## src/rtl/cdb_arbiter.sv

```systemverilog
// cdb_arbiter: shares the result broadcast bus between the ALU and LSB.
// Two private FIFOs, round-robin pop, registered {rob_idx, val} output.
module cdb_arbiter #(
  parameter int ROB_IDX_BITS   = 4,
  parameter int DATA_BITS      = 32,
  parameter int FIFO_DEPTH_LOG = 2
) (
  input  logic                    clk,
  input  logic                    rst_in,
  input  logic                    rdy_in,
  input  logic                    roll_back,
  input  logic                    alu_in_en,
  input  logic [ROB_IDX_BITS-1:0] alu_rob_idx,
  input  logic [DATA_BITS-1:0]    alu_val,
  output logic                    alu_full,
  input  logic                    lsb_in_en,
  input  logic [ROB_IDX_BITS-1:0] lsb_rob_idx,
  input  logic [DATA_BITS-1:0]    lsb_val,
  output logic                    lsb_full,
  output logic                    cdb_en,
  output logic [ROB_IDX_BITS-1:0] cdb_rob_idx,
  output logic [DATA_BITS-1:0]    cdb_val
);
  localparam int DEPTH = 1 << FIFO_DEPTH_LOG;
  localparam int AW    = FIFO_DEPTH_LOG;
  localparam int CW    = FIFO_DEPTH_LOG + 1;
  localparam int EW    = ROB_IDX_BITS + DATA_BITS;
  localparam logic [CW-1:0] FULL_CNT = CW'(DEPTH);
  localparam logic LAST_ALU = 1'b0;
  localparam logic LAST_LSB = 1'b1;

  logic [EW-1:0] mem_q [2][DEPTH];
  logic [AW-1:0] head_q [2];
  logic [AW-1:0] head_d [2];
  logic [AW-1:0] tail_q [2];
  logic [AW-1:0] tail_d [2];
  logic [CW-1:0] cnt_q  [2];
  logic [CW-1:0] cnt_d  [2];
  logic [EW-1:0] din    [2];
  logic          last_q, last_d;
  logic          cdb_en_q, cdb_en_d;
  logic [EW-1:0] cdb_q, cdb_d;
  logic [1:0]    in_en, ne, full, push, gnt;
  logic          go;

  assign in_en  = {lsb_in_en, alu_in_en};
  assign din[0] = {alu_rob_idx, alu_val};
  assign din[1] = {lsb_rob_idx, lsb_val};
  assign go     = rdy_in && !roll_back;

  always_comb begin
    for (int s = 0; s < 2; s++) begin
      ne[s]   = cnt_q[s] != '0;
      full[s] = cnt_q[s] == FULL_CNT;
      push[s] = go && in_en[s] && !full[s];
    end
    gnt = 2'b00;
    if (go) begin
      unique case (1'b1)
        ne[0] && (!ne[1] || last_q == LAST_LSB): gnt = 2'b01;
        ne[1] && (!ne[0] || last_q == LAST_ALU): gnt = 2'b10;
        default:                                 gnt = 2'b00;
      endcase
    end
    for (int s = 0; s < 2; s++) begin
      head_d[s] = head_q[s] + AW'(gnt[s]);
      tail_d[s] = tail_q[s] + AW'(push[s]);
      cnt_d[s]  = cnt_q[s] + CW'(push[s]) - CW'(gnt[s]);
    end
    last_d   = last_q;
    cdb_en_d = cdb_en_q;
    cdb_d    = cdb_q;
    if (rdy_in) begin
      if (roll_back) begin
        for (int s = 0; s < 2; s++) begin
          head_d[s] = '0;
          tail_d[s] = '0;
          cnt_d[s]  = '0;
        end
        last_d   = LAST_LSB;
        cdb_en_d = 1'b0;
      end else begin
        cdb_en_d = |gnt;
        if (gnt[0]) begin
          cdb_d  = mem_q[0][head_q[0]];
          last_d = LAST_ALU;
        end
        if (gnt[1]) begin
          cdb_d  = mem_q[1][head_q[1]];
          last_d = LAST_LSB;
        end
      end
    end
  end

  always_ff @(posedge clk) begin
    for (int s = 0; s < 2; s++) begin
      if (push[s]) mem_q[s][tail_q[s]] <= din[s];
    end
  end

  always_ff @(posedge clk) begin
    if (rst_in) begin
      for (int s = 0; s < 2; s++) begin
        head_q[s] <= '0;
        tail_q[s] <= '0;
        cnt_q[s]  <= '0;
      end
      last_q   <= LAST_LSB;
      cdb_en_q <= 1'b0;
      cdb_q    <= '0;
    end else begin
      for (int s = 0; s < 2; s++) begin
        head_q[s] <= head_d[s];
        tail_q[s] <= tail_d[s];
        cnt_q[s]  <= cnt_d[s];
      end
      last_q   <= last_d;
      cdb_en_q <= cdb_en_d;
      cdb_q    <= cdb_d;
    end
  end

  assign alu_full                 = full[0];
  assign lsb_full                 = full[1];
  assign cdb_en                   = cdb_en_q;
  assign {cdb_rob_idx, cdb_val}   = cdb_q;
endmodule

```

## config.mk

```make
export PLATFORM = sky130hd
export DESIGN_NAME = cdb_arbiter
export DESIGN_NICKNAME = d
export VERILOG_FILES = /design/src/rtl/cdb_arbiter.sv
export SDC_FILE = /design/constraint.sdc
export NUM_CORES = 1
export LEC_CHECK = 0
export ABC_CLOCK_PERIOD_IN_PS = 5050
export CAP_MARGIN = 0
export CORE_UTILIZATION = 30
export CTS_BUF_LIST = sky130_fd_sc_hd__clkbuf_8
export DETAILED_ROUTE_END_ITERATION = 8
export PLACE_DENSITY = 0.46
export SLEW_MARGIN = 20
export SYNTH_ARGS = -nofsm -noshare
export SYNTH_HDL_FRONTEND = slang
export SYNTH_SLANG_ARGS = --single-unit
```

## constraint.sdc

```tcl
create_clock -name clk -period 5.05 [get_ports clk]
set_clock_uncertainty 0.2 [all_clocks]
set_input_delay 1.01 -clock clk [delete_from_list [all_inputs] [get_ports clk]]
set_output_delay 1.01 -clock clk [all_outputs]
set_load 0.005 [all_outputs]
```

Run 1, congestion heat map:
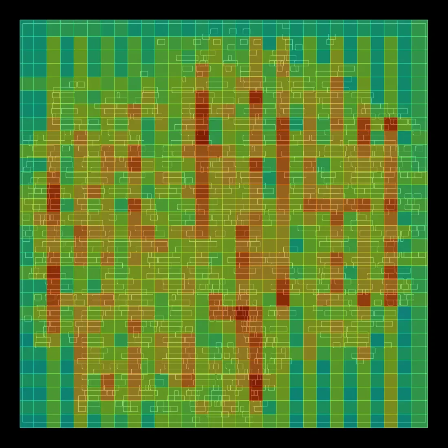
GRT met2 Usage: 23.8%
GRT Util Overall: 13.9%
met1 Use GR: 17.0%
Final Core Density: 37.2%

Run 1, register map, names as in the netlist:
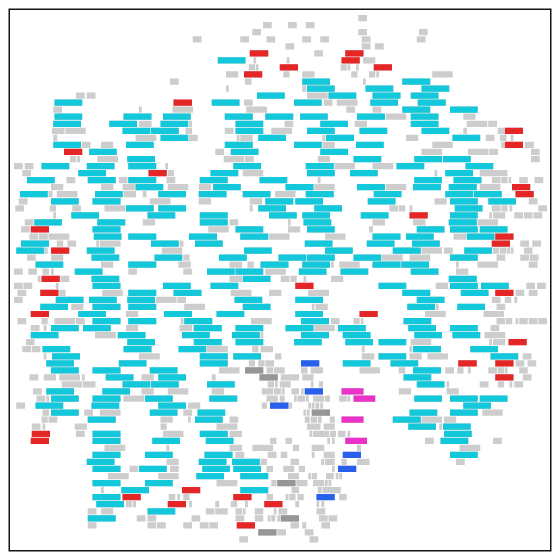
Blue shows `cnt_q`, sequential cells 6, where south. Cyan shows `mem_q`, sequential cells 288. Red shows `cdb_q`, sequential cells 36, where widely spread. Magenta shows `head_q`, sequential cells 4.
Power Sequential: 0.00317 W
Sequential Area: 9700 sq um
Seq area share: 62.0%

Run 1, selected gate families:
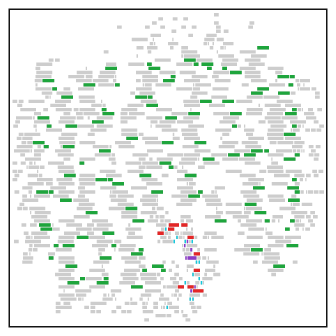
Green shows mux cells, cells 108, most used mux4_2. Red shows fa/ha/maj cells, cells 10, most used ha_1, where south. Cyan shows inv cells, cells 14, most used inv_1, where south. Purple shows nand cells, cells 7, most used nand2_1, where south.
Commonest Layout Cell: edfxtp_1
Comb/total area: 18.4%
Cell Count, Final, Fillers Out: 1,370

==> flow_summary.json, run 1 <==
{
  "status": "finished clean",
  "edf_count": 288,
  "yosysChipArea_sq_um": 12800,
  "syn-num-nets": 714,
  "crit_slowest_cell": "and3_2",
  "met3_usage_pct": 3.41,
  "synth-seq-cells": 340,
  "die_y_microns": 208,
  "crit_type": "input pin to register",
  "drt_iter0_markers": 300,
  "grt_pass1_vias": 7119,
  "ys_cells": 626,
  "syn_area_per_cell_sq_um": 20.4,
  "path_cells": "clkdlybuf4s50_1 -> and2b_1 -> nand3_1 -> inv_1 -> and3_2 -> buf_4",
  "synth_cell_types": 29,
  "gr-total-overflow": 0,
  "top_usage_layer": "met2",
  "numCtsBuffers": 56,
  "worst_slew_pin_slew_ns": 1.05,
  "core_area_sq_um": 42000,
  "setup_tns_ns": 0,
  "synth_area_sq_um": 12800,
  "setup_viol": 0,
  "crit_end": "mem_q[0][5]",
  "r2r_end": "mem_q[0][5]",
  "vdd_drop_max_mv": 0.166,
  "path_clk_slew_ns": 0.06,
  "chipWidth_microns": 208,
  "maxCapViolations": 0,
  "synthCells": 626,
  "synthTopCellsByArea": "edfxtp_1 68%, mux4_2 13%, dfxtp_1 8.1%",
  "critPathArrivalTime_ns": 3.25,
  "grt_max_degree": 74,
  "slew-limit-headroom_pct": 29.9,
  "num-nets-final": 871,
  "drc": 0,
  "period_needed_ns": 3.17,
  "io_buffers": 116,
  "synthToLayoutAreaGrowth_pct": 22.4,
  "p_leak_nw": 5.23,
  "p_per_area_nw_per_um2": 375,
  "ant_nets": 0,
  "die_area_sq_um": 43500,
  "min_path_cells": 2,
  "routed_wl_microns": 29100,
  "flop_cell": "edfxtp_1",
  "crit_path_max_incr_delay_ns": 0.57,
  "wl_per_cell_microns": 21.2,
  "r2r_slack_ns": 2.47,
  "slew_viol_final": 0,
  "reg2reg_depth": 6,
  "postCtsSetupRepairBufs": 0,
  "grt_pass1_wl_microns": 44000,
  "numClockSinks": 340,
  "clock.latency.late_pin_ns": 0.63,
  "synth_seq_share_pct": 75.7,
  "warnings": 26,
  "drive_gt1_share_pct": 21.5,
  "root_buffer": "clkbuf_8",
  "endpoint_kind": "register",
  "cts_resized": 0,
  "tritoncts": "yes",
  "drt-pass1-iter-count": 4,
  "grt_antenna_before_repair": 1,
  "antenna_cells": 0,
  "cp-startpoint": "rdy_in",
  "rows": 75,
  "power_w": 0.00588,
  "fp_util_pct": 30.4,
  "hold_buffers": 0,
  "finalHoldViolations": 0,
  "hold_class": "register to register",
  "start_kind": "input pin",
  "gp_congestion": 0.743,
  "async_flop_share_pct": 0,
  "clock.fmax_ghz": 0.315,
  "top_cell_area_share_pct": 67.6,
  "finalCritPeriodShare_pct": 62.8,
  "worstPathRequired_ns": 5.13,
  "place_hpwl_microns": 16900,
  "dr_total_vias": 6353
}
[run 1: cells in the mapped netlist, types with 7 or more instances]
cell and instances:
dfxtp_1 52, ha_1 8, clkbuf_1 13, a211oi_1 36, mux4_2 72, mux2i_1 36, xnor2_1 7, inv_1 14
and2_1 7, edfxtp_1 288, nor2_1 46, buf_4 11
[run 1: stage by stage]
| step | hold slack (ns) | util [%] | instances | area, sq um | worst slack [ns] |
|---|---|---|---|---|---|
| detailed placement | 0.290 | 34.7 | 1264 | 14600 | 1.15 |
| global placement | 0.274 | 34.7 | 1264 | 14600 | 1.27 |
| CTS | 0.303 | 37.2 | 1370 | 15700 | 1.85 |
| finish | 0.294 | 37.2 | 1370 | 15700 | 1.88 |
| global route | 0.324 | 37.2 | 1370 | 15700 | 1.72 |
| floorplan | 0.259 | - | 626 | 12800 | 0.240 |
[run 1: sequential cells by signal, summed over array words and instances, names as in the netlist]
signal,cells
cnt_q,6
head_q,4
mem_q,288
cdb_en,1
last_q,1
tail_q,4
cdb_q,36
[run 1: metal layers]
metal  vias up  part of all wire (%)  wire [microns]
li1       2858                     -               -
met4         2                   2.2             636
met1      3278                    42           12100
met5         -                 0.058              17
met3        44                   5.5            1610
met2       171                    50           14700
[run 1: where the power goes]
part / switching, W / internal, W
Sequential: 0.0000548 / 0.00312
Clock: 0.00108 / 0.00119
Combinational: 0.000197 / 0.000237
Total: 0.00133 / 0.00454
[run 1: worst min path at each step]
| stage | endpoint | from |
|---|---|---|
| after global placement | cdb_en | cdb_en |
| after CTS | cdb_q[30] | cdb_q[30] |
| after floorplan | last_q | last_q |
| final | cdb_en | cdb_en |
| after global routing | cdb_q[30] | cdb_q[30] |
| after detailed placement | cdb_en | cdb_en |
[run 1: cell families (layout without fill, tap and decap cells)]
family                   count (synthesis)  in the layout  share of synthesized area (%)
AND/OR/NAND/NOR                         71             71                           2.57
AND-OR/OR-AND                           43             43                           2.45
flip-flops                             340            340                           75.7
buffers and inverters                   46            251                           2.10
XOR/XNOR                                 8              8                          0.548
adder cells (fa/ha/maj)                 10             10                           1.10
multiplexers                           108            108                           15.5
[run 1: worst max-delay path, delay by kind of cell]
family,cells,cell delay (ns)
buffers and inverters,3,1.11
AND/OR/NAND/NOR,3,1.12
[run 1: area by class of cell]
class / count / area [sq um]
Clock buffer: 63 / 867
Clock inverter: 43 / 208
Fill cell: 3918 / 26400
Inverter: 14 / 52.6
Multi-Input combinational cell: 240 / 2880
Sequential cell: 340 / 9700
Tap cell: 539 / 674
Timing Repair Buffer: 131 / 1270
## Run 2: what changed since run 1
--- a/config.mk
+++ b/config.mk
@@ -5,7 +5,7 @@
 export SDC_FILE = /design/constraint.sdc
 export NUM_CORES = 1
 export LEC_CHECK = 0
-export ABC_CLOCK_PERIOD_IN_PS = 5050
+export ABC_CLOCK_PERIOD_IN_PS = 2800
 export CAP_MARGIN = 0
 export CORE_UTILIZATION = 30
 export CTS_BUF_LIST = sky130_fd_sc_hd__clkbuf_8
==> constraint.sdc (replaced) <==
create_clock -name clk -period 2.8 [get_ports clk]
set_clock_uncertainty 0.2 [all_clocks]
set_input_delay 0.56 -clock clk [delete_from_list [all_inputs] [get_ports clk]]
set_output_delay 0.56 -clock clk [all_outputs]
set_load 0.005 [all_outputs]
==> run 2 against run 1 <==
Sequential cell count unchanged. Critical path depth grew 5. Global-route usage up 0.44 points. Synthesized cell count did not move. Via count up 1.6%. Core utilization rose by 1.2 points. Power increased by 85%. Combinational power rose by 98%. Wire length up 3.8%. Setup slack worse by 1.6 ns.
==> flow_summary.json, run 2 <==
{
  "fillers": 3834,
  "numCtsBuffers": 57,
  "worst_slew_pin_slew_ns": 0.799,
  "clockPowerShare_pct": 39.6,
  "ys_cells": 626,
  "sequentialPowerShare_pct": 52.5,
  "synth_area_sq_um": 12800,
  "crit_path_max_incr_delay_ns": 0.42,
  "vdd_drop_max_mv": 0.345,
  "chipWidth_microns": 208,
  "core_area_sq_um": 42000,
  "warnings": 27,
  "p_per_area_nw_per_um2": 672,
  "internal_power_w": 0.00844,
  "synth_seq_share_pct": 75.7,
  "drt-pass1-iter-count": 4,
  "finalCritPeriodShare_pct": 91.8,
  "setup_tns_ns": 0,
  "power_w": 0.0109,
  "logic_area_sq_um": 2920,
  "die_y_microns": 208,
  "synthTopCellsByArea": "edfxtp_1 68%, mux4_2 13%, dfxtp_1 8.1%",
  "largest_reg_flops": 288,
  "endpoint_kind": "register",
  "tritoncts": "yes",
  "setup_ws_ns": 0.231,
  "path_cells": "or3_1 -> nand2_1 -> a21oi_1 -> ha_1 -> inv_1 -> ha_1 -> inv_1 -> fa_1 -> xor2_1 -> xnor2_1 -> nor2_1",
  "adder_share_pct": 1.10,
  "fp_util_pct": 30.4,
  "ys_top_cells_by_count": "288 x edfxtp_1, 72 x mux4_2, 52 x dfxtp_1, 46 x nor2_1",
  "post-route-util_pct": 38.4,
  "gr-total-overflow": 0,
  "drive_gt1_share_pct": 23.4,
  "drt_iter0_markers": 266,
  "path_buffers": 2,
  "place_hpwl_microns": 18400,
  "xor_share_pct": 0.548,
  "ys_sh_mux_pct": 15.5,
  "root_buffer": "clkbuf_8",
  "synth_cell_types": 29,
  "ant_nets": 0,
  "critPathArrivalTime_ns": 2.86,
  "async_flop_share_pct": 0,
  "maxCapViolations": 0,
  "yosysChipArea_sq_um": 12800,
  "synth-seq-cells": 340,
  "status": "finished clean",
  "place_ws_ns": -0.284,
  "flop_cell": "edfxtp_1",
  "ys_sh_simple_pct": 2.57,
  "clock.latency.late_pin_ns": 0.62,
  "path_clk_slew_ns": 0.06,
  "cts_resized": 0,
  "crit_type": "register to register",
  "rows": 75,
  "period_needed_ns": 2.57,
  "crit_slowest_cell": "or3_1",
  "hold_buffers": 0,
  "postCtsSetupRepairBufs": 0,
  "grt_pass1_vias": 7254,
  "p_leak_nw": 5.46,
  "topCombFamilyByArea": "multiplexers",
  "slew-limit-headroom_pct": 46.8,
  "regArea_sq_um": 9700
}
==> run 2: through the flow <==
| stage | std cells | hold slack [ns] | area [sq um] |
|---|---|---|---|
| finish | 1395 | 0.143 | 16100 |
| global route | 1394 | 0.132 | 16100 |
| CTS | 1394 | 0.0960 | 16100 |
| detailed placement | 1287 | 0.294 | 15000 |
| global placement | 1287 | 0.268 | 15000 |
| floorplan | 626 | 0.259 | 12800 |
==> run 2: final timing paths <==
kind	depth (start not counted)	slack, ns	start	to
max	11	0.23	cnt_q[0][1]	cnt_q[0][2]
min	2	0.14	rst_in	cdb_en
max reg2reg	11	0.23	cnt_q[0][1]	cnt_q[0][2]
min reg2reg	2	0.30	cdb_q[20]	cdb_q[20]
==> run 2: final cells by class <==
| class | instances | share of cell area [%] |
|---|---|---|
| Sequential cell | 340 | 60.1 |
| Multi-Input combinational cell | 240 | 18.1 |
| Timing Repair Buffer | 154 | 10.3 |
| Clock buffer | 67 | 5.71 |
| Tap cell | 539 | 4.18 |
| Clock inverter | 40 | 1.32 |
| Inverter | 14 | 0.325 |
| Antenna cell | 1 | 0.0155 |
==> run 2: kinds of logic (layout without fill, tap and decap cells) <==
| family | after synthesis | in the layout |
|---|---|---|
| other cells | 0 | 1 |
| buf+inv | 46 | 275 |
| xor+xnor | 8 | 8 |
| compound gates | 43 | 43 |
| flops | 340 | 340 |
| simple gates | 71 | 71 |
| mux | 108 | 108 |
| fa+ha+maj | 10 | 10 |
==> run 2: per-layer routing <==
metal  vias to the layer above  part of all wire, %  track usage, %
met5                         -                 0.16               0
met3                        56                  6.0            3.92
li1                       2909                    -               -
met2                       155                   50            24.7
met4                         6                  2.1            4.83
met1                      3329                   41            17.4
==> run 2: power by group through the flow <==
stage / clock network (W) / registers, W / logic (W)
after floorplan: 0 / 0.00578 / 0.000420
after detailed placement: 0 / 0.00581 / 0.000877
after global routing: 0.00470 / 0.00571 / 0.000942
after global placement: 0 / 0.00580 / 0.000858
final: 0.00430 / 0.00570 / 0.000858
after CTS: 0.00447 / 0.00570 / 0.000881
Run 2, signal wires on met3:
Scale bar: 50 microns.
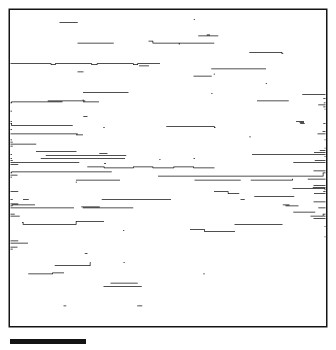
The layer carries 1,820 microns of wire. The wires run mostly horizontal.
WL final: 30,200 microns
via count: 6,455

Run 2, congestion heat map:
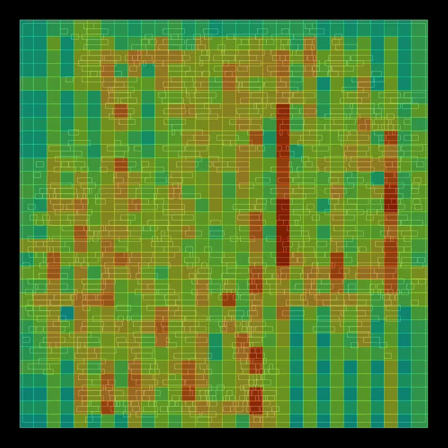
WL per Instance: 21.6 microns
GRT Util Overall: 14.4%
GR Util met3: 3.92%
layer with the highest usage: met2

## Run 3: what changed since run 2
==> constraint.sdc (replaced) <==
create_clock -name clk -period 2.8 [get_ports clk]
set_clock_uncertainty 0.2 [all_clocks]
set_input_delay 0.56 -clock clk [delete_from_list [all_inputs] [get_ports clk]]
set_output_delay 0.56 -clock clk [all_outputs]
set_load 0.05 [all_outputs]
==> run 3 against run 2 <==
Die size unchanged. Core utilization about the same. First-iteration DRC count unchanged. Sequential cell count unchanged. Maximum frequency decreased by 1.8%. Register-to-register slack about the same. Synthesized area unchanged. Synthesized cell count unchanged. Final cell count unchanged. Cell area about the same. Critical endpoint is now cdb_val[4].
==> flow_summary.json, run 3 <==
{
  "ys_top_cells_by_count": "288 x edfxtp_1, 72 x mux4_2, 52 x dfxtp_1, 46 x nor2_1",
  "drt_iter0_markers": 266,
  "num-nets-final": 895,
  "postPlaceCellArea_sq_um": 15000,
  "grt_pass1_vias": 7254,
  "finalCritPeriodShare_pct": 93.4,
  "synth_seq_share_pct": 75.7,
  "start_kind": "register",
  "worst-path-max-fanout": 2,
  "vdd_drop_max_mv": 0.372,
  "finalHoldViolations": 0,
  "drc": 0,
  "slew-limit-headroom_pct": 46.8,
  "postCtsSetupRepairBufs": 0,
  "synth-seq-cells": 340,
  "hold_buffers": 0,
  "drive_gt1_share_pct": 23.4,
  "synthTopCellsByArea": "edfxtp_1 68%, mux4_2 13%, dfxtp_1 8.1%",
  "place_ws_ns": -0.284,
  "maxCapViolations": 0,
  "gr-total-overflow": 0,
  "warnings": 27,
  "gp_congestion": 0.717,
  "final_area_sq_um": 16100,
  "synth_top_cell_by_count": "edfxtp_1",
  "grt_pass1_wl_microns": 45500,
  "cts_resized": 2,
  "crit_path_max_incr_delay_ns": 0.90,
  "slew_viol_final": 0,
  "path_clk_slew_ns": 0.06,
  "period_needed_ns": 2.62,
  "ys_cells": 626,
  "ant_nets": 0,
  "critical_path.top_delay_family": "buffers and inverters",
  "largest_reg_flops": 288,
  "die_area_sq_um": 43500,
  "die_y_microns": 208,
  "setup_viol": 0,
  "synthToLayoutAreaGrowth_pct": 26.2,
  "cts_buffer_depth": 3,
  "yosysChipArea_sq_um": 12800,
  "pin_count": 117,
  "numCtsBuffers": 57,
  "path_buffers": 1,
  "place_hpwl_microns": 18400,
  "edf_count": 288,
  "io_buffers": 116,
  "rows": 75,
  "grt_max_degree": 38,
  "tritoncts": "yes",
  "fp_util_pct": 30.4,
  "flop_cell": "edfxtp_1",
  "path_cells": "clkdlybuf4s50_1",
  "setup_ws_ns": 0.185,
  "chipWidth_microns": 208,
  "setup_tns_ns": 0,
  "clock.latency.late_pin_ns": 0.62,
  "crit_type": "register to primary output",
  "hold_class": "input pin to register",
  "viasPerCell": 4.63,
  "yosysWarningCount": 0,
  "critPathArrivalTime_ns": 1.86,
  "top_cell_area_share_pct": 67.6,
  "endpoint_kind": "primary output",
  "root_buffer": "clkbuf_8",
  "most-common-layout-cells": "288 x edfxtp_1, 113 x clkdlybuf4s50_1, 72 x mux4_2, 67 x clkbuf_8, 48 x dfxtp_1",
  "crit_slowest_cell": "clkdlybuf4s50_1",
  "fillers": 3835,
  "numClockSinks": 340,
  "syn-num-nets": 714,
  "h-tree-depth": 2,
  "synth_area_sq_um": 12800,
  "synthCells": 626,
  "worstPathRequired_ns": 2.04,
  "drt-pass1-iter-count": 4,
  "worst_slew_pin_slew_ns": 0.799,
  "grt_antenna_before_repair": 4,
  "wl_per_cell_microns": 21.6,
  "async_flop_share_pct": 0,
  "synth_cell_types": 29,
  "p_leak_nw": 5.47,
  "core_area_sq_um": 42000,
  "p_per_area_nw_per_um2": 687,
  "layout_top_cell": "edfxtp_1",
  "clock.fmax_ghz": 0.382,
  "synth_top_cell_by_area": "edfxtp_1",
  "status": "finished clean",
  "dr_total_vias": 6455,
  "rsz0062_at_grt": "no",
  "syn_area_per_cell_sq_um": 20.4
}
run 3: layer usage:
metal | up-vias | routed length, microns | track usage [%]
met5 | - | 47 | 0
met4 | 6 | 625 | 4.83
met3 | 56 | 1820 | 3.92
met2 | 155 | 15200 | 24.7
met1 | 3329 | 12500 | 17.4
li1 | 2909 | - | -
run 3: final cells by class:
type | count | area [sq um] | area share, %
well taps | 539 | 674 | 4.18
multi-input cells | 240 | 2920 | 18.1
clock inverters | 40 | 213 | 1.32
clock buffers | 67 | 922 | 5.71
repair buffers | 154 | 1660 | 10.3
diodes | 1 | 2.50 | 0.0155
flip-flops and latches | 340 | 9700 | 60.1
inverters | 14 | 52.6 | 0.325
run 3: report_power, final:
part           switching, W  leakage, nW  internal (W)
logic              0.000624         1.75      0.000469
clock network       0.00195        0.691       0.00235
registers         0.0000780         3.03       0.00562
total               0.00266         5.47       0.00844
run 3: logic make-up (layout without fill, tap and decap cells):
group	Yosys count	count (layout)	share of synthesized area [%]
and+or+nand+nor	71	71	2.57
DFF	340	340	75.7
AOI/OAI and AO/OA	43	43	2.45
muxes	108	108	15.5
adders and majority gates	10	10	1.10
buffers and inverters	46	275	2.10
other	0	1	0
xor gates and xnor gates	8	8	0.548
run 3: worst paths after layout:
check	startpoint	to	slack [ns]	cells past startpoint
setup reg to reg	cnt_q[0][1]	cnt_q[0][2]	0.23	11
hold / removal	rst_in	cdb_en	0.14	2
hold reg to reg	cdb_q[20]	cdb_q[20]	0.30	2
setup / recovery	cdb_q[4]	cdb_val[4]	0.18	1
run 3: metrics by stage:
step / power, W / instances / hold WS (ns)
after CTS: 0.0113 / 1394 / 0.0960
after global placement: 0.00689 / 1287 / 0.268
after floorplan: 0.00644 / 626 / 0.259
final: 0.0111 / 1395 / 0.143
after detailed placement: 0.00692 / 1287 / 0.294
after global routing: 0.0116 / 1394 / 0.132
Run 3, congestion heat map:
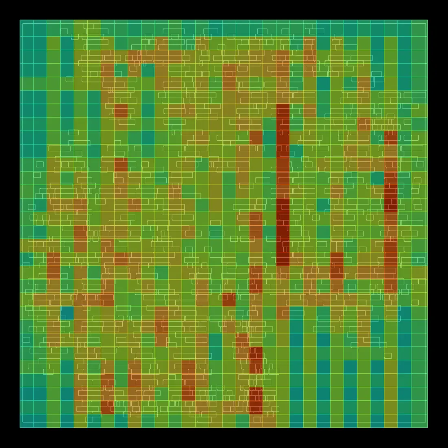
GRT Util Overall: 14.4%
Final Core Density: 38.4%
met1 Use GR: 17.4%

Run 3, signal wires on met3:
Scale bar: 50 microns.
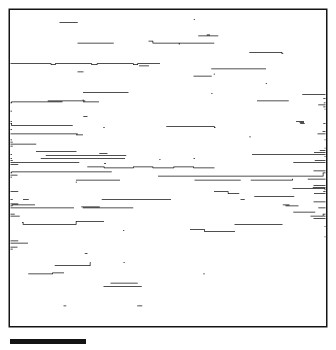
The layer holds 6.0% of the routed length. 80 nets have wire on it. The wires run mostly horizontal. The longest straight run is 109 microns.
WL final: 30,200 microns

Power is estimated from default activity; no workload was simulated.
